Fig. 1: run 1, metal layers overlaid
Scale bar: 50 um.
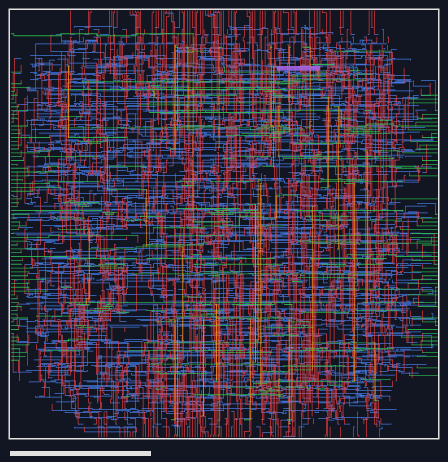
Fig. 2: run 1, sequential cells colored by netlist name
Scale bar: 50 um. Other sequential cells in the stronger gray, the rest of the logic in the fainter gray.
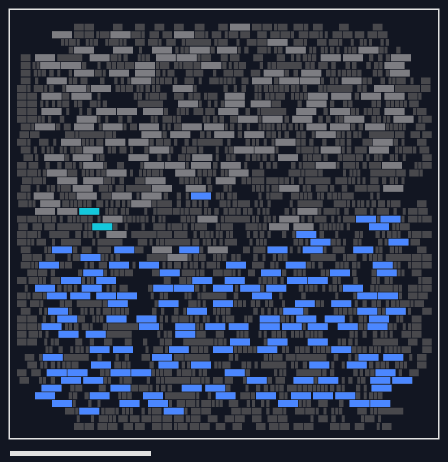
Fig. 3: run 1, nets reached from selected ports
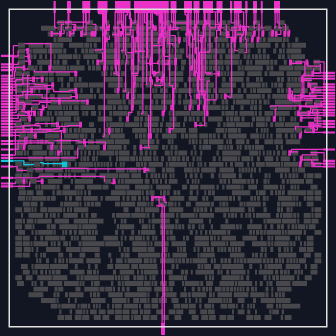
Fig. 4: run 1, sizing map
Scale bar: 50 um.
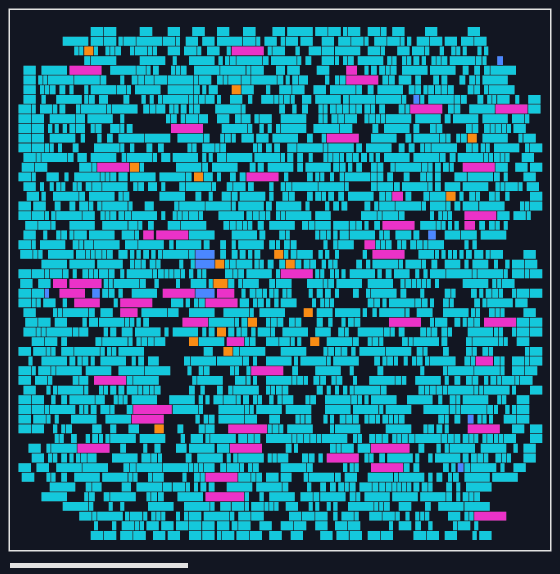
<file path="config.mk">
export PLATFORM = sky130hd
export DESIGN_NAME = s_flag_sequencer_flat
export DESIGN_NICKNAME = d
export VERILOG_FILES = /design/src/rtl/s_flag_sequencer_if.sv /design/src/rtl/s_flag_sequencer.sv /design/src/flat_wrapper.sv
export SDC_FILE = /design/constraint.sdc
export NUM_CORES = 1
export LEC_CHECK = 0
export ABC_AREA = 1
export CAP_MARGIN = 30
export CORE_MARGIN = 2
export CORE_UTILIZATION = 54
export CTS_CLUSTER_DIAMETER = 50
export DETAILED_ROUTE_END_ITERATION = 10
export PLACE_DENSITY_LB_ADDON = 0.2
export SYNTH_ARGS = -nofsm -noshare
export SYNTH_HDL_FRONTEND = slang
export SYNTH_SLANG_ARGS = --single-unit
</file>
<file path="constraint.sdc">
create_clock -name clk -period 4.76 [get_ports clk]
set_input_delay 0.714 -clock clk [delete_from_list [all_inputs] [get_ports clk]]
set_output_delay 0.714 -clock clk [all_outputs]
set_load 0.05 [all_outputs]
</file>
<file path="src/rtl/s_flag_sequencer_if.sv">
// Request/result handshake bundle for the s_flag sequencer.
// master drives requests and the result-ready, slave is the sequencer.
interface s_flag_sequencer_if #(
  parameter int WIDTH = 128
);
  logic             in_valid;
  logic             in_ready;
  logic [WIDTH-1:0] op1;
  logic [WIDTH-1:0] op2;
  logic [2:0]       opsel;
  logic             mode;
  logic             out_valid;
  logic             out_ready;
  logic             s_flag;
  logic             lt;
  logic             busy;

  modport master (
    output in_valid, op1, op2, opsel, mode, out_ready,
    input  in_ready, out_valid, s_flag, lt, busy
  );

  modport slave (
    input  in_valid, op1, op2, opsel, mode, out_ready,
    output in_ready, out_valid, s_flag, lt, busy
  );
endinterface

</file>
<file path="src/rtl/s_flag_sequencer.sv">
// Multi-cycle sign/compare flag generator: MSB-first chunked unsigned compare
// with early exit, one request in flight, valid/ready on both sides.
//
// state     | meaning
// S_IDLE    | ready for a request; flags hold the last result
// S_COMPARE | scanning chunk idx_q of the captured operands, MSB chunk first
// S_DONE    | result presented on out_valid until the consumer takes it
module s_flag_sequencer #(
  parameter int WIDTH = 128,
  parameter int CHUNK = 32
) (
  input logic                clk,
  input logic                rst,
  s_flag_sequencer_if.slave  bus
);
  localparam int NCHUNK = WIDTH / CHUNK;
  localparam int IDX_W  = (NCHUNK > 1) ? $clog2(NCHUNK) : 1;
  localparam logic [IDX_W-1:0] IDX_LAST = IDX_W'(NCHUNK - 1);

  typedef enum logic [1:0] {
    S_IDLE,
    S_COMPARE,
    S_DONE
  } state_t;

  state_t           state_q, state_d;
  logic [IDX_W-1:0] idx_q, idx_d;
  logic [WIDTH-1:0] op1_q, op1_d;
  logic [WIDTH-1:0] op2_q, op2_d;
  logic             need_cmp_q, need_cmp_d;
  logic             lt_q, lt_d;
  logic             s_flag_q, s_flag_d;

  logic             need_cmp_in;
  logic [CHUNK-1:0] a_chunk;
  logic [CHUNK-1:0] b_chunk;
  logic             unused_opsel;

  // opsel[1] does not take part in flag selection
  assign unused_opsel = bus.opsel[1];
  assign need_cmp_in  = !bus.mode & !bus.opsel[2] & bus.opsel[0];

  always_comb begin
    a_chunk = '0;
    b_chunk = '0;
    for (int i = 0; i < NCHUNK; i++) begin
      if (idx_q == IDX_W'(i)) begin
        a_chunk = op1_q[i*CHUNK +: CHUNK];
        b_chunk = op2_q[i*CHUNK +: CHUNK];
      end
    end
  end

  always_comb begin
    state_d    = state_q;
    idx_d      = idx_q;
    op1_d      = op1_q;
    op2_d      = op2_q;
    need_cmp_d = need_cmp_q;
    lt_d       = lt_q;
    s_flag_d   = s_flag_q;
    case (state_q)
      S_IDLE: begin
        if (bus.in_valid) begin
          op1_d      = bus.op1;
          op2_d      = bus.op2;
          need_cmp_d = need_cmp_in;
          lt_d       = 1'b0;
          s_flag_d   = 1'b0;
          if (need_cmp_in) begin
            state_d = S_COMPARE;
            idx_d   = IDX_LAST;
          end else begin
            state_d = S_DONE;
          end
        end
      end
      S_COMPARE: begin
        // the first differing chunk from the top decides the whole compare
        if (a_chunk != b_chunk) begin
          lt_d     = (a_chunk < b_chunk);
          s_flag_d = need_cmp_q & (a_chunk < b_chunk);
          state_d  = S_DONE;
        end else if (idx_q == '0) begin
          lt_d     = 1'b0;
          s_flag_d = 1'b0;
          state_d  = S_DONE;
        end else begin
          idx_d = idx_q - 1'b1;
        end
      end
      S_DONE: begin
        if (bus.out_ready) begin
          state_d = S_IDLE;
        end
      end
      default: state_d = S_IDLE;
    endcase
  end

  always_ff @(posedge clk) begin
    if (rst) begin
      state_q    <= S_IDLE;
      idx_q      <= '0;
      op1_q      <= '0;
      op2_q      <= '0;
      need_cmp_q <= 1'b0;
      lt_q       <= 1'b0;
      s_flag_q   <= 1'b0;
    end else begin
      state_q    <= state_d;
      idx_q      <= idx_d;
      op1_q      <= op1_d;
      op2_q      <= op2_d;
      need_cmp_q <= need_cmp_d;
      lt_q       <= lt_d;
      s_flag_q   <= s_flag_d;
    end
  end

  assign bus.in_ready  = (state_q == S_IDLE);
  assign bus.out_valid = (state_q == S_DONE);
  assign bus.busy      = (state_q != S_IDLE);
  assign bus.lt        = lt_q;
  assign bus.s_flag    = s_flag_q;
endmodule
</file>
<file path="src/flat_wrapper.sv">
// flat-port wrapper written by rule: the top's interface ports become plain ports
module s_flag_sequencer_flat 
#(
  parameter int WIDTH = 128,
  parameter int CHUNK = 32
)
  (clk, rst, bus_in_valid, bus_op1, bus_op2, bus_opsel, bus_mode, bus_out_ready, bus_in_ready, bus_out_valid, bus_s_flag, bus_lt, bus_busy);
  s_flag_sequencer_if #(.WIDTH(WIDTH)) bus_i ();
  input logic clk;
  input logic rst;
  input wire logic [$bits(bus_i.in_valid)-1:0] bus_in_valid;
  input wire logic [$bits(bus_i.op1)-1:0] bus_op1;
  input wire logic [$bits(bus_i.op2)-1:0] bus_op2;
  input wire logic [$bits(bus_i.opsel)-1:0] bus_opsel;
  input wire logic [$bits(bus_i.mode)-1:0] bus_mode;
  input wire logic [$bits(bus_i.out_ready)-1:0] bus_out_ready;
  output wire logic [$bits(bus_i.in_ready)-1:0] bus_in_ready;
  output wire logic [$bits(bus_i.out_valid)-1:0] bus_out_valid;
  output wire logic [$bits(bus_i.s_flag)-1:0] bus_s_flag;
  output wire logic [$bits(bus_i.lt)-1:0] bus_lt;
  output wire logic [$bits(bus_i.busy)-1:0] bus_busy;
  assign bus_i.in_valid = bus_in_valid;
  assign bus_i.op1 = bus_op1;
  assign bus_i.op2 = bus_op2;
  assign bus_i.opsel = bus_opsel;
  assign bus_i.mode = bus_mode;
  assign bus_i.out_ready = bus_out_ready;
  assign bus_in_ready = bus_i.in_ready;
  assign bus_out_valid = bus_i.out_valid;
  assign bus_s_flag = bus_i.s_flag;
  assign bus_lt = bus_i.lt;
  assign bus_busy = bus_i.busy;
  s_flag_sequencer #(.WIDTH(WIDTH), .CHUNK(CHUNK)) u_core (.clk(clk), .rst(rst), .bus(bus_i));
endmodule
</file>
==> out/metrics.yaml, run 1 <==
drv_cap: 0
syn_avg_cell_area_sq_um: 7.37
slew_headroom: 0.294
comb_cells: 1184
synthCells: 1595
hold_path_class: "reg2reg"
critPathKind: "reg2reg"
clk_pin_slew_worst_paths_ns: 0.06
maxUsedRoutingLayer: "met5"
cts_made_buffers: 31
critPathBufInv: 4
outcome: "completed"
switching_share: 0.271
dpl.cell_count: 2030
worst_path_dominant_cell_family: "simple AND/OR/NAND/NOR gates"
topCombFamilyByArea: "AND-OR/OR-AND gates"
buffer_area_frac: 0.185
cts_tree: "done"
hpwl_um: 24900
synth_stat.cells: 1595
mux_share: 0
cts.sinks: 263
ant_nets: 0
p_switching_mw: 1.61
h-tree-depth: 1
comb_power_mw: 1.01
crit_top_cell: "nand2_1"
skew_ns: 0.0118
compound_area_frac: 0.231
crit_fanout: 22
finalCriticalPeriod_ns: 3.94
finalSetupTns_ns: 0
crit_slowest_cell: "nor2_4"
die-area_sq_mm: 0.0230
Back to the opening pictures, Fig. 1:
| layer | color | wire length |
|---|---|---|
| met5 | purple | 13.8 um |
| met3 | green | 3,650 um |
| met4 | orange | 1,260 um |
| met2 | red | 16,500 um |
| met1 | blue | 16,000 um |
DR vias: 11,700
Tot GR Track Use: 0.314
routed length per instance: 17.9 um
final wirelength: 37,400 um

Back to the opening pictures, Fig. 2:
| name in the netlist | color | flops |
|---|---|---|
| u_core.state_q | cyan | 2 |
| u_core.op1_q | blue | 128 |
not colored: 133
flop share of the area: 0.346
Sequential Area: 0.00527 sq mm
sequential power: 2.50 mW
Final Core Density: 0.716

Back to the opening pictures, Fig. 3:
| port | color | bits | direction | end cells | buffers | wire |
|---|---|---|---|---|---|---|
| bus_out_ready | cyan | 1 | input | 1 | 1 | 25.7 um |
| bus_op2 | magenta | 128 | input | 128 | 128 | 3,460 um |
I/O pin count: 269
IO Port Bufs: 267

Back to the opening pictures, Fig. 4:
| size | color | cells |
|---|---|---|
| drive 1 or less | cyan | 1,735 |
| drive 6 and up | magenta | 48 |
| drive 3 to 4 | orange | 17 |
| drive 2 | blue | 10 |
design area: 0.0152 sq mm
Area Overhead vs Synth: 29.3%

==> run 1: cells in the mapped netlist <==
master | count | area, sq um
inv_4 | 1 | 6.26
buf_2 | 20 | 100
nor2_2 | 2 | 12.5
ha_1 | 36 | 450
nand3_1 | 3 | 15.0
buf_4 | 13 | 97.6
clkbuf_1 | 51 | 191
a21oi_1 | 68 | 340
o21ai_1 | 130 | 651
nand2_1 | 87 | 327
a21o_1 | 2 | 15.0
nand4_1 | 1 | 6.26
buf_1 | 6 | 22.5
nor2_4 | 1 | 11.3
inv_2 | 1 | 3.75
o31ai_1 | 1 | 7.51
nor2_8 | 1 | 20.0
clkinv_1 | 1 | 3.75
inv_1 | 22 | 82.6
a22oi_1 | 48 | 360
buf_6 | 33 | 372
dfxtp_1 | 263 | 5270
nor2_1 | 548 | 2060
o21ai_0 | 240 | 1200
a221oi_1 | 16 | 140
==> run 1: placed cells by master (no fill, tap or decap), drive strengths merged <==
master         count
inv               28
nand4              1
nand2             87
buf               16
a221oi            16
clkinvlp           2
a21oi             68
a22oi             48
ha                36
o21ai            370
clkbuf            41
nor2             552
diode              2
a21o               2
clkinv             5
clkdlybuf4s50    267
bufinv             4
o31ai              1
nand3              3
dfxtp            263
==> run 1: worst paths after layout <==
kind	from	endpoint	slack, ns	depth (start not counted)
min	u_core.need_cmp_q	u_core.need_cmp_q	0.47	2
min reg2reg	u_core.need_cmp_q	u_core.need_cmp_q	0.47	2
max reg2reg	u_core.idx_q[1]	u_core.idx_q[0]	0.82	18
max	u_core.idx_q[1]	u_core.idx_q[0]	0.82	18
==> run 1: routing by layer <==
layer  vias to the layer above  global-route usage
met4                         2               0.112
met1                      5360               0.441
met2                       558               0.483
met5                         -                   0
met3                        79              0.0623
li1                       5702                   -
Fig. 5: run 1, clock routing
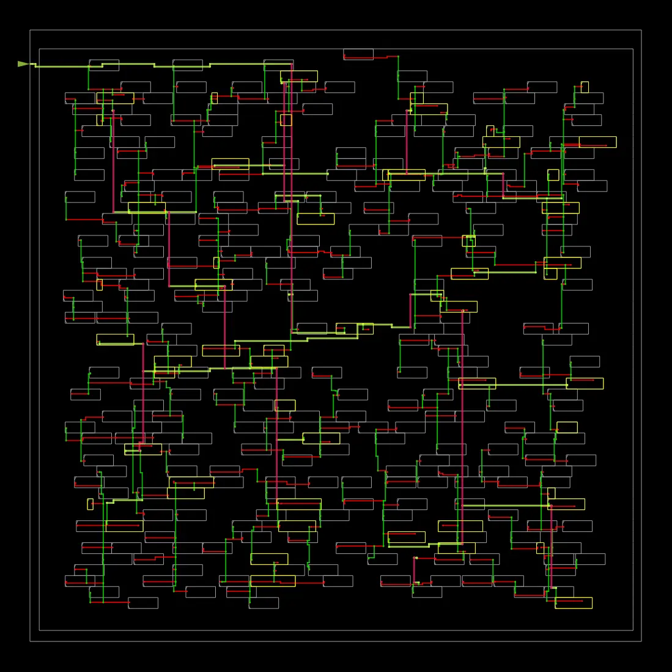

==> inputs of run 2 (changes only) <==
--- a/config.mk
+++ b/config.mk
@@ -8,7 +8,7 @@
 export ABC_AREA = 1
 export CAP_MARGIN = 30
 export CORE_MARGIN = 2
-export CORE_UTILIZATION = 54
+export CORE_UTILIZATION = 46
 export CTS_CLUSTER_DIAMETER = 50
 export DETAILED_ROUTE_END_ITERATION = 10
 export PLACE_DENSITY_LB_ADDON = 0.2
==> constraint.sdc (replaced) <==
create_clock -name clk -period 3.4 [get_ports clk]
set_input_delay 0.51 -clock clk [delete_from_list [all_inputs] [get_ports clk]]
set_output_delay 0.51 -clock clk [all_outputs]
set_load 0.05 [all_outputs]
Fig. 6: run 2, clock routing
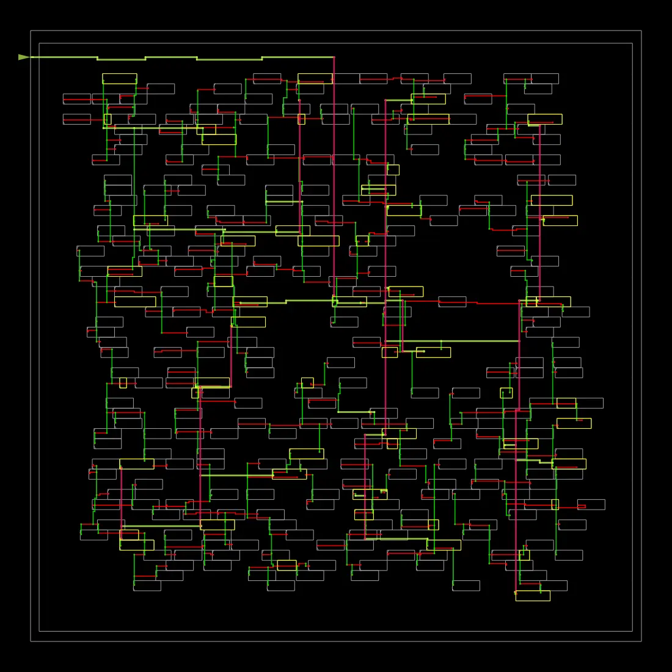
Sink Count: 263
number of buffers created by CTS: 30
clk_lat worst skew: 0.55 ns
layout clock buffer count: 37

==> run 2 against run 1 <==
Compared with the run above: power grew 42%; critical endpoint unchanged; register-to-register slack got worse by 0.81 ns; sequential power increased by about 40%; worst hold slack better by 0.0071 ns; first-iteration DRC count rose by 25%; synthesized cell count did not move; critical path type unchanged; count of clock-buffer cells in the layout is 4 lower.
==> out/metrics.yaml, run 2 <==
grt.total_usage: 0.274  # -0.0406
h-tree-depth: 1  # unchanged
switching_share: 0.274  # +0.00232
skew_ns: 0.00923  # -0.00253 ns
yosys-top-cells-area: "dfxtp_1, nor2_1, o21ai_0"
io_pins: 269  # unchanged
die-area_sq_mm: 0.0269  # +17%
synth_top_cell_by_count: "nor2_1"
synth_stat.cells: 1595  # unchanged
netlist.top_cell.by_area: "dfxtp_1"
num_vias: 11600  # -0.68%
ff_type: "dfxtp_1"
critPathLaunch: "u_core.idx_q[1]"
final_common_cell: "nor2_1"
cts_tree: "done"
wire_per_inst_um: 17.8  # -0.72%
syn_avg_cell_area_sq_um: 7.37  # unchanged
top_area_frac: 0.448  # unchanged
hold_path_class: "reg2reg"
hpwl_um: 25600  # +2.7%
seq_cell_power_mw: 3.50  # +40%
outcome: "completed"
clk_pin_slew_worst_paths_ns: 0.07  # about the same
comb_power_mw: 1.44  # +43%
wl_um: 38300  # +2.3%
common_cells: "nor2_1, dfxtp_1, o21ai_0"
finalSetupTns_ns: 0  # unchanged
io_buffers: 267  # unchanged
timing.rr.start: "u_core.idx_q[1]"
r2r_cells: 17  # -1
finalCriticalPeriod_ns: 3.39  # -0.551 ns
layout_top_cells: "nor2_1, clkdlybuf4s50_1, dfxtp_1, o21ai_0, o21ai_1"
p_switching_mw: 2.30  # +43%
critPathKind: "reg2reg"
crit_fanout: 25  # +14%
edf_count: 0  # unchanged
synthCells: 1595  # unchanged
[run 2: cell counts after synthesis]
Identical to the previous run, type by type.
[run 2: cells by family after synthesis]
kind of cell,synth area share
flip-flops,0.448
AND/OR/NAND/NOR,0.208
adder cells (fa/ha/maj),0.0383
buffers and inverters,0.0748
AND-OR/OR-AND,0.231
[run 2: final cells by class]
| cell class | instances | area (sq um) |
|---|---|---|
| fill | 2290 | 9560 |
| clock inverter | 18 | 221 |
| multi-input combinational | 1184 | 5680 |
| inverter | 25 | 110 |
| sequential | 263 | 5270 |
| antenna | 1 | 2.50 |
| timing repair buffer | 292 | 2990 |
| clock buffer | 37 | 858 |
| tap | 330 | 413 |
[run 2: worst max-delay path: stages (launching register included)]
cell and delay, ns:
dfxtp_1 0.41, inv_1 0.09, ha_2 0.24, nor2_4 0.18, buf_12 0.19, a22oi_1 0.11
o21ai_0 0.39, o21ai_0 0.20, ha_1 0.32, nand2_1 0.07, nor2_1 0.15, nand2_1 0.08
nor2_1 0.18, nand4_1 0.23, nand2_1 0.19, inv_1 0.09, nand2_1 0.07, a21oi_1 0.05
[run 2: metrics by stage]
step / cells / power, mW / cell area, sq um
finish: 2150 / 8.40 / 15500
global route: 2150 / 8.72 / 15500
CTS: 2147 / 8.39 / 15400
detailed placement: 2092 / 4.95 / 14400
global placement: 2092 / 4.92 / 14400
floorplan: 1595 / 4.36 / 11800
[run 2: final timing paths]
path,to,slack (ns)
setup / recovery,u_core.idx_q[0],0.01
hold / removal,u_core.need_cmp_q,0.48
setup reg to reg,u_core.idx_q[0],0.01
hold reg to reg,u_core.need_cmp_q,0.48
[run 2: routing by layer]
layer	vias up	GRT usage	share of wire
li1	5728	-	-
met4	0	0.106	0.039
met3	79	0.0386	0.086
met5	-	0	0
met1	5295	0.405	0.45
met2	519	0.401	0.42
Power figures rest on the tool's default switching activity, not on a simulated workload.
